<file path="src/rtl/timer_sequencer.sv">
`default_nettype none
// +--------------------------------------------------------------------------+
// | timer_sequencer: runs REPS back-to-back periods of a fixed-period timer.  |
// | Optional TIMER_SEQ_WDOG_EN adds a WAIT/DRAIN watchdog and FAULT. Rev 1.0  |
// +--------------------------------------------------------------------------+
module timer_sequencer #(
  parameter int TIMER_N = 256,
  parameter int REPS_W  = 8,
  parameter int GAP     = 0,
  parameter int TIMEOUT = 512
) (
  input  logic              CLK,
  input  logic              N_RESET,
  input  logic              GO,
  input  logic [REPS_W-1:0] REPS,
  input  logic              ABORT,
  output logic              START,
  input  logic              READY,
  output logic              BUSY,
  output logic              DONE,
  output logic              ERR,
  output logic [REPS_W-1:0] RUNS
);

  if (TIMER_N < 2) begin : g_chk_timer_n
    $error("timer_sequencer: TIMER_N must be >= 2");
  end
  if (TIMEOUT <= TIMER_N) begin : g_chk_timeout
    $error("timer_sequencer: TIMEOUT must exceed TIMER_N");
  end

  localparam int              GAP_W    = (GAP > 1) ? $clog2(GAP) : 1;
  localparam logic [GAP_W-1:0] GAP_LAST = GAP_W'((GAP > 0) ? GAP - 1 : 0);

`ifdef TIMER_SEQ_WDOG_EN
  typedef enum logic [2:0] {
    S_IDLE  = 3'd0,
    S_ARM   = 3'd1,
    S_WAIT  = 3'd2,
    S_GAP   = 3'd3,
    S_DONE  = 3'd4,
    S_DRAIN = 3'd5,
    S_FAULT = 3'd6
  } state_t;

  localparam int              WD_W    = (TIMEOUT > 2) ? $clog2(TIMEOUT) : 1;
  localparam logic [WD_W-1:0] WD_LAST = WD_W'(TIMEOUT - 1);

  logic [WD_W-1:0] wd_cnt_q, wd_cnt_d;
  logic            err_q;
`else
  typedef enum logic [2:0] {
    S_IDLE  = 3'd0,
    S_ARM   = 3'd1,
    S_WAIT  = 3'd2,
    S_GAP   = 3'd3,
    S_DONE  = 3'd4,
    S_DRAIN = 3'd5
  } state_t;
`endif

  state_t             state_q, state_d;
  logic [REPS_W-1:0]  reps_q, reps_d;
  logic [REPS_W-1:0]  runs_q, runs_d;
  logic [GAP_W-1:0]   gap_cnt_q, gap_cnt_d;
  logic [REPS_W-1:0]  runs_inc;
  logic               wd_hit;
  logic               start_q, busy_q, done_q;

  always_comb begin
    state_d   = state_q;
    reps_d    = reps_q;
    runs_d    = runs_q;
    gap_cnt_d = gap_cnt_q;
    runs_inc  = runs_q + 1'b1;
`ifdef TIMER_SEQ_WDOG_EN
    wd_hit    = (wd_cnt_q == WD_LAST);
`else
    wd_hit    = 1'b0;
`endif

    case (state_q)
      S_IDLE: begin
        if (GO) begin
          reps_d  = REPS;
          runs_d  = '0;
          state_d = (REPS == '0) ? S_DONE : S_ARM;
        end
      end
      S_ARM: begin
        state_d = ABORT ? S_IDLE : S_WAIT;
      end
      S_WAIT: begin
        // ABORT beats a coincident READY; READY beats a coincident timeout
        if (ABORT) begin
          state_d = S_DRAIN;
        end else if (READY) begin
          runs_d = runs_inc;
          if (runs_inc == reps_q) begin
            state_d = S_DONE;
          end else if (GAP > 0) begin
            state_d   = S_GAP;
            gap_cnt_d = '0;
          end else begin
            state_d = S_ARM;
          end
        end else if (wd_hit) begin
`ifdef TIMER_SEQ_WDOG_EN
          state_d = S_FAULT;
`endif
        end
      end
      S_GAP: begin
        if (ABORT) begin
          state_d = S_IDLE;
        end else if (gap_cnt_q == GAP_LAST) begin
          state_d = S_ARM;
        end else begin
          gap_cnt_d = gap_cnt_q + 1'b1;
        end
      end
      S_DONE: begin
        state_d = S_IDLE;
      end
      S_DRAIN: begin
        if (READY) begin
          state_d = S_IDLE;
        end else if (wd_hit) begin
`ifdef TIMER_SEQ_WDOG_EN
          state_d = S_FAULT;
`endif
        end
      end
`ifdef TIMER_SEQ_WDOG_EN
      S_FAULT: begin
        if (ABORT) state_d = S_IDLE;
      end
`endif
      default: begin
        state_d = S_IDLE;
      end
    endcase
  end

`ifdef TIMER_SEQ_WDOG_EN
  // Counts cycles spent in the current WAIT/DRAIN visit; any entry restarts it
  always_comb begin
    wd_cnt_d = '0;
    if ((state_d == S_WAIT || state_d == S_DRAIN) && state_d == state_q) begin
      wd_cnt_d = wd_cnt_q + 1'b1;
    end
  end
`endif

  always_ff @(posedge CLK or negedge N_RESET) begin
    if (!N_RESET) begin
      state_q   <= S_IDLE;
      reps_q    <= '0;
      runs_q    <= '0;
      gap_cnt_q <= '0;
      start_q   <= 1'b0;
      busy_q    <= 1'b0;
      done_q    <= 1'b0;
`ifdef TIMER_SEQ_WDOG_EN
      wd_cnt_q  <= '0;
      err_q     <= 1'b0;
`endif
    end else begin
      state_q   <= state_d;
      reps_q    <= reps_d;
      runs_q    <= runs_d;
      gap_cnt_q <= gap_cnt_d;
      start_q   <= (state_d == S_ARM);
      busy_q    <= (state_d == S_ARM) || (state_d == S_WAIT) ||
                   (state_d == S_GAP) || (state_d == S_DRAIN);
      done_q    <= (state_d == S_DONE);
`ifdef TIMER_SEQ_WDOG_EN
      wd_cnt_q  <= wd_cnt_d;
      err_q     <= (state_d == S_FAULT);
`endif
    end
  end

  assign START = start_q;
  assign BUSY  = busy_q;
  assign DONE  = done_q;
  assign RUNS  = runs_q;
`ifdef TIMER_SEQ_WDOG_EN
  assign ERR   = err_q;
`else
  assign ERR   = 1'b0;
`endif

endmodule
`default_nettype wire

</file>
<file path="config.mk">
export PLATFORM = sky130hd
export DESIGN_NAME = timer_sequencer
export DESIGN_NICKNAME = d
export VERILOG_FILES = /design/src/rtl/timer_sequencer.sv
export SDC_FILE = /design/constraint.sdc
export NUM_CORES = 1
export LEC_CHECK = 0
export ABC_CLOCK_PERIOD_IN_PS = 4800
export CORE_MARGIN = 2
export CORE_UTILIZATION = 38
export CTS_CLUSTER_SIZE = 20
export DETAILED_ROUTE_END_ITERATION = 10
export REMOVE_ABC_BUFFERS = 1
export SLEW_MARGIN = 10
export SYNTH_ARGS = -nofsm -noshare
export SYNTH_HDL_FRONTEND = slang
export SYNTH_SLANG_ARGS = --single-unit
export TNS_END_PERCENT = 50
</file>
<file path="constraint.sdc">
create_clock -name CLK -period 4.8 [get_ports CLK]
set_input_delay 1.2 -clock CLK [delete_from_list [all_inputs] [get_ports CLK]]
set_output_delay 1.2 -clock CLK [all_outputs]
set_load 0.03 [all_outputs]
</file>
==> results.txt, run 1 <==
fresh numbers from the pnr run: met1 WL=1384 um, top cells by count, synth=dfrtp_1 (22), nand2_1 (12), mux2_2 (9), Antenna Violating Nets Remaining=0, Simple-Gate Area Share=0.2021, Critical-path top delay cell=a211oi_1, post-CTS sizing=0, sum of buffers and inverters on the critical path=1, hold path depth=1, RR Endpoint=DONE, Reg2Reg Depth=6, CP max stage delay=approximately 0.42 ns, critical path capture point type=flip-flop, Max clock buf depth=2, TritonCTS clock tree=yes, Top class by area=multi-input combinational cells, met2 wire len=1460 um, buffering overhead=0.1467, Worst setup SP type=input port, Max Slew Vio Count=0, flops & latches, synth=22, status=completed, Std-Cell Rows=21, Init Core Util=0.3952, Detail Placement HPWL=2292 um, DR vias/cell=~5.8, largest net degree at the start of global routing=23, P per Cell Area=450.0 nW/um^2, AO/OA Area Share=0.1954, Slew @ Worst Pin=0.9746 ns, grt met1 use=0.1993, Adder Area Share=0.009488, inverters=3, die y size=about 63 um, Filler cells=333, fin area=approximately 1600 sq um, crit-path cells=clkdlybuf4s50_1 > nor4_1 > nand2_1 > a211oi_1 > nand2_1 > o41ai_1, Slew headroom=0.3483, nets=172, reg2reg start=RUNS[0], Main synth FF type=dfrtp_1, WP depth=6, Comb pwr share=0.435, Post-synth seq share=0.4175, setup repair bufs after CTS=0, min-delay src=reps_q[3], clock buffer count in the final layout=4, die area=3958 sq um, Dominant comb cell=simple AND/OR/NAND/NOR gates, initial antenna violation count=0, setup TNS=0 ns, fmax=approximately 0.34 GHz, GR Overflow Total=0, yosys xor share=0.05977, RSZ-0062 raised after global routing=no, layout cells sized above 1=0.1083, Max Used Layer=met4, Post-synth area hogs=dfrtp_1 (42%), mux2_2 (7.7%), xor2_1 (4.0%), Clk pwr share=0.144, Synth area leader=dfrtp_1, Final GP Congestion=0.8781, Area Growth Syn to Fin=22.86%, Clock Latency Late Sink=0.32 ns, met3 WL=131 um, global-route wire length before repair=5106 um, Tool Warnings=25, met2 usage=0.2766, placed cell area=1584 sq um, Syn Inst Count=about 140, logic area=726.9 sq um, vias in the first global route=1,103, Worst setup endpoint=RUNS[6], setup ws final=1.859 ns
-- run 1: power groups by stage --
stage               logic [W]  registers (W)  clock network (W)
finish               0.000317       0.000307           0.000105
global route         0.000346       0.000317           0.000113
CTS                  0.000318       0.000307           0.000105
detailed placement   0.000317       0.000311                  0
global placement     0.000311       0.000309                  0
floorplan            0.000202       0.000318                  0
-- run 1: per-stage QoR --
| step | cells | power, W |
|---|---|---|
| 3_3_place_gp | 199 | 0.0006197 |
| 5_1_grt | 203 | 0.0007753 |
| 6_report | 203 | 0.0007292 |
| 3_5_place_dp | 199 | 0.0006279 |
| 4_1_cts | 203 | 0.0007302 |
| 2_1_floorplan | 129 | 0.0005199 |
-- run 1: registers in the layout, indices dropped and copies added, names as in the netlist --
signal   cells
BUSY         1
DONE         1
RUNS         8
START        1
reps_q       8
state_q      3
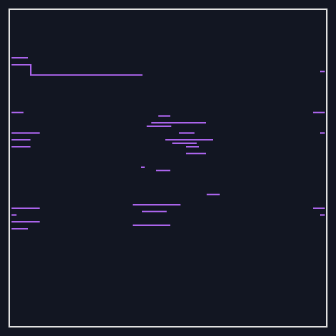
run_1/layer_met3.png
longest straight run: 22.1 um
wire length on this layer: 131 um
share of all routed wire: 4.4%
main direction: horizontal
nets with wire on the layer: 26
met3 Use GR: 0.02342
vias post-DR: 1,174
Routed Wire Length: 3015 um

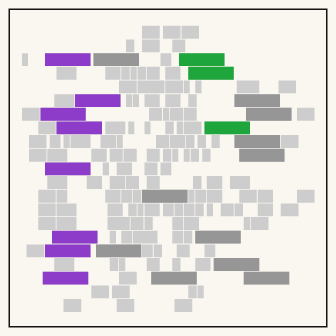
run_1/flops_by_reg.png
Other sequential cells in the stronger gray, the rest of the logic in the fainter gray.
[purple] reps_q | flops: 8
[green] state_q | flops: 3
not colored: 11
register area: 550.5 sq um
fin util: 0.4856
fraction of area in registers: 0.3398
Seq. pwr: 0.000307 W

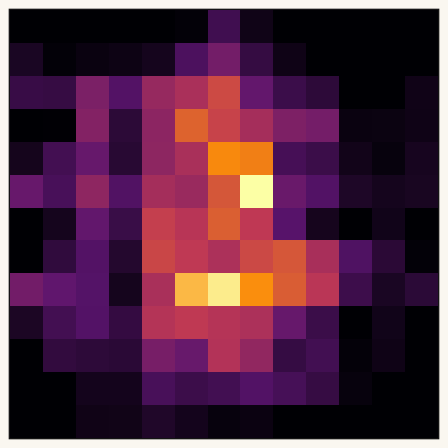
run_1/metal_density.png
13 x 13 tiles, from black (low) to pale yellow (high), scaled to the fullest tile. Values are wire area over tile area, all layers added.
densest ninth of the die: center
nearly empty tiles: 24%
tiles over half the peak: 11%
emptiest ninth of the die: north-east
fullest tile: 0.60
wire length per cell: 14.85 um
global-route usage over all layers: 0.1609

run_1/placement.png
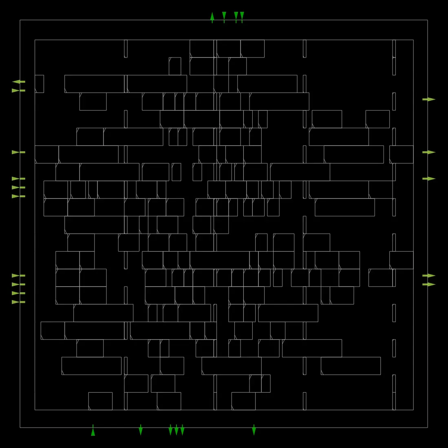

==> inputs of run 2 (changes only) <==
--- a/config.mk
+++ b/config.mk
@@ -5,7 +5,7 @@
 export SDC_FILE = /design/constraint.sdc
 export NUM_CORES = 1
 export LEC_CHECK = 0
-export ABC_CLOCK_PERIOD_IN_PS = 4800
+export ABC_CLOCK_PERIOD_IN_PS = 2440
 export CORE_MARGIN = 2
 export CORE_UTILIZATION = 38
 export CTS_CLUSTER_SIZE = 20
==> constraint.sdc (replaced) <==
create_clock -name CLK -period 2.44 [get_ports CLK]
set_input_delay 0.61 -clock CLK [delete_from_list [all_inputs] [get_ports CLK]]
set_output_delay 0.61 -clock CLK [all_outputs]
set_load 0.03 [all_outputs]
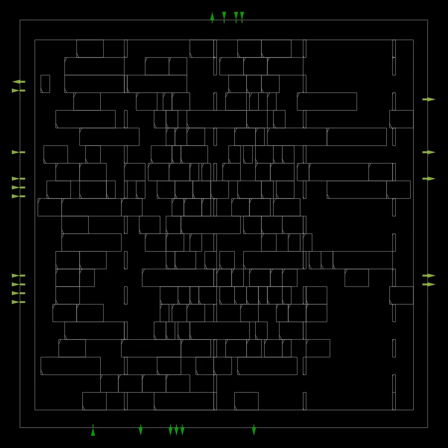
run_2/placement.png
Std-Cell Rows: 21
fraction of area in registers: 0.3231
tap cells: 46
fin util: 0.5107
Filler cells: 328

==> run 2 against run 1 <==
Area after synthesis is the same. Non-clock buffer count rose by 9. Flip-flop count is the same. Critical path depth is 5 lower. Highest routed layer unchanged. Clock power went up to 2.8 times the previous value. Core utilization up 2.5 points. Clock-buffer cell count shrank 1. Global-route usage increased by 1.4 points. Critical endpoint is now RUNS[3]. Die area unchanged. Hold slack better by 0.0031 ns. Via count up 3.7%.
==> results.txt, run 2 <==
fresh numbers from the pnr run: met2 wire len=1656 um (+13%), global-route wire length before repair=5402 um (+5.8%), Worst setup SP type=flip-flop, DP Cell Count=208 (+4.5%), met3 WL=190 um (+45%), Yosys Instances=136, Slew @ Worst Pin=0.5344 ns (-0.4402 ns), met1 WL=1335 um (-3.5%), total core area=about 3300 sq um, status=completed, met3 Use GR=0.02883 (+0.005405), Clock Latency Late Sink=0.32 ns (about the same), Pwr Total=0.001575 W (+120%), vias post-DR=1,218 (+3.7%), Worst setup endpoint=RUNS[3], Max clock buf depth=2 (unchanged), Post-synth area hogs=dfrtp_1 (42%), mux2_2 (7.7%), xor2_1 (4.0%), Adder Area Share=0.009488 (unchanged), CP max stage delay=0.74 ns (+0.32 ns), Reg clk slew, reported paths=0.13 ns, sum of buffers and inverters on the critical path=1 (unchanged), Clk pwr share=0.185 (+0.041), Final GP Congestion=0.8306 (-5.4%), GR Overflow Total=0 (unchanged), yosys xor share=0.05977 (unchanged), P per Cell Area=924.3 nW/um^2 (+110%), flops & latches, synth=22 (unchanged), setup repair bufs after CTS=0 (unchanged), top cells by count, synth=dfrtp_1 (22), nand2_1 (12), mux2_2 (9), Detail Placement HPWL=2473 um (+7.9%), Post-synth seq share=0.4175 (unchanged), WP depth=1 (-5), RR Endpoint=START, Reg2Reg Depth=6 (unchanged), nets=181 (+5.2%), Synth area leader=dfrtp_1, VDD IR max=0.4102 mV, crit-path cells=clkdlybuf4s50_1, die y size=62.91 um (unchanged), setup TNS=0 ns (unchanged), Max Used Layer=met4, Comb pwr share=0.444 (+0.009), fin cells=212 (+4.4%), layout cells sized above 1=0.1566 (+0.04835), Init Core Util=0.3952 (unchanged), Dominant comb cell=simple AND/OR/NAND/NOR gates, Critical-path top delay cell=clkdlybuf4s50_1, Routed Wire Length=3252 um (+7.9%), Tool Warnings=25 (unchanged), met2 usage=0.3085 (+0.03191), Syn Inst Count=136 (unchanged), reg2reg start=RUNS[0], Slew headroom=0.6413 (+0.2931), vias in the first global route=1,151 (+4.4%), setup ws final=0.1716 ns (-1.687 ns), Main synth FF type=dfrtp_1, Crit Path Max Fanout=12, Antenna Violating Nets Remaining=0 (unchanged), die width=62.91 um, port bufs=23, Hold Vio Cnt, Final=0, fin area=1704 sq um (+5.2%), wire length per cell=15.34 um (+3.3%), global-route usage over all layers=0.1752 (+0.01424), Simple-Gate Area Share=0.2021 (unchanged), die area=3958 sq um (unchanged), fmax=0.4408 GHz, grt met1 use=0.2066 (+0.007263), RSZ-0062 raised after global routing=no, largest net degree at the start of global routing=23 (unchanged), Max Slew Vio Count=0 (unchanged), initial antenna violation count=0 (unchanged), post-CTS sizing=0 (unchanged), CTS Buf Count=3, critical path capture point type=output port, AO/OA Area Share=0.1954 (unchanged), Area Growth Syn to Fin=29.22%, TritonCTS clock tree=yes, ANT cells=0
[run 2: power groups by stage]
stage / Sequential [W] / Clock [W] / Combinational, W
2_1_floorplan: 0.000625 / 0 / 0.000398
3_3_place_gp: 0.000587 / 0 / 0.000682
3_5_place_dp: 0.000592 / 0 / 0.000697
4_1_cts: 0.000584 / 0.000295 / 0.000699
5_1_grt: 0.000598 / 0.000312 / 0.000760
6_report: 0.000584 / 0.000292 / 0.000699
[run 2: area by class of cell]
type	count	area, sq um
clock buffers	3	22.52
clock inverters	1	30.03
fillers	328	1633
inverters	3	11.26
multi-input cells	104	726.9
flip-flops and latches	22	550.5
well taps	46	57.56
repair buffers	33	305.3
Power and IR drop assume default switching activity.
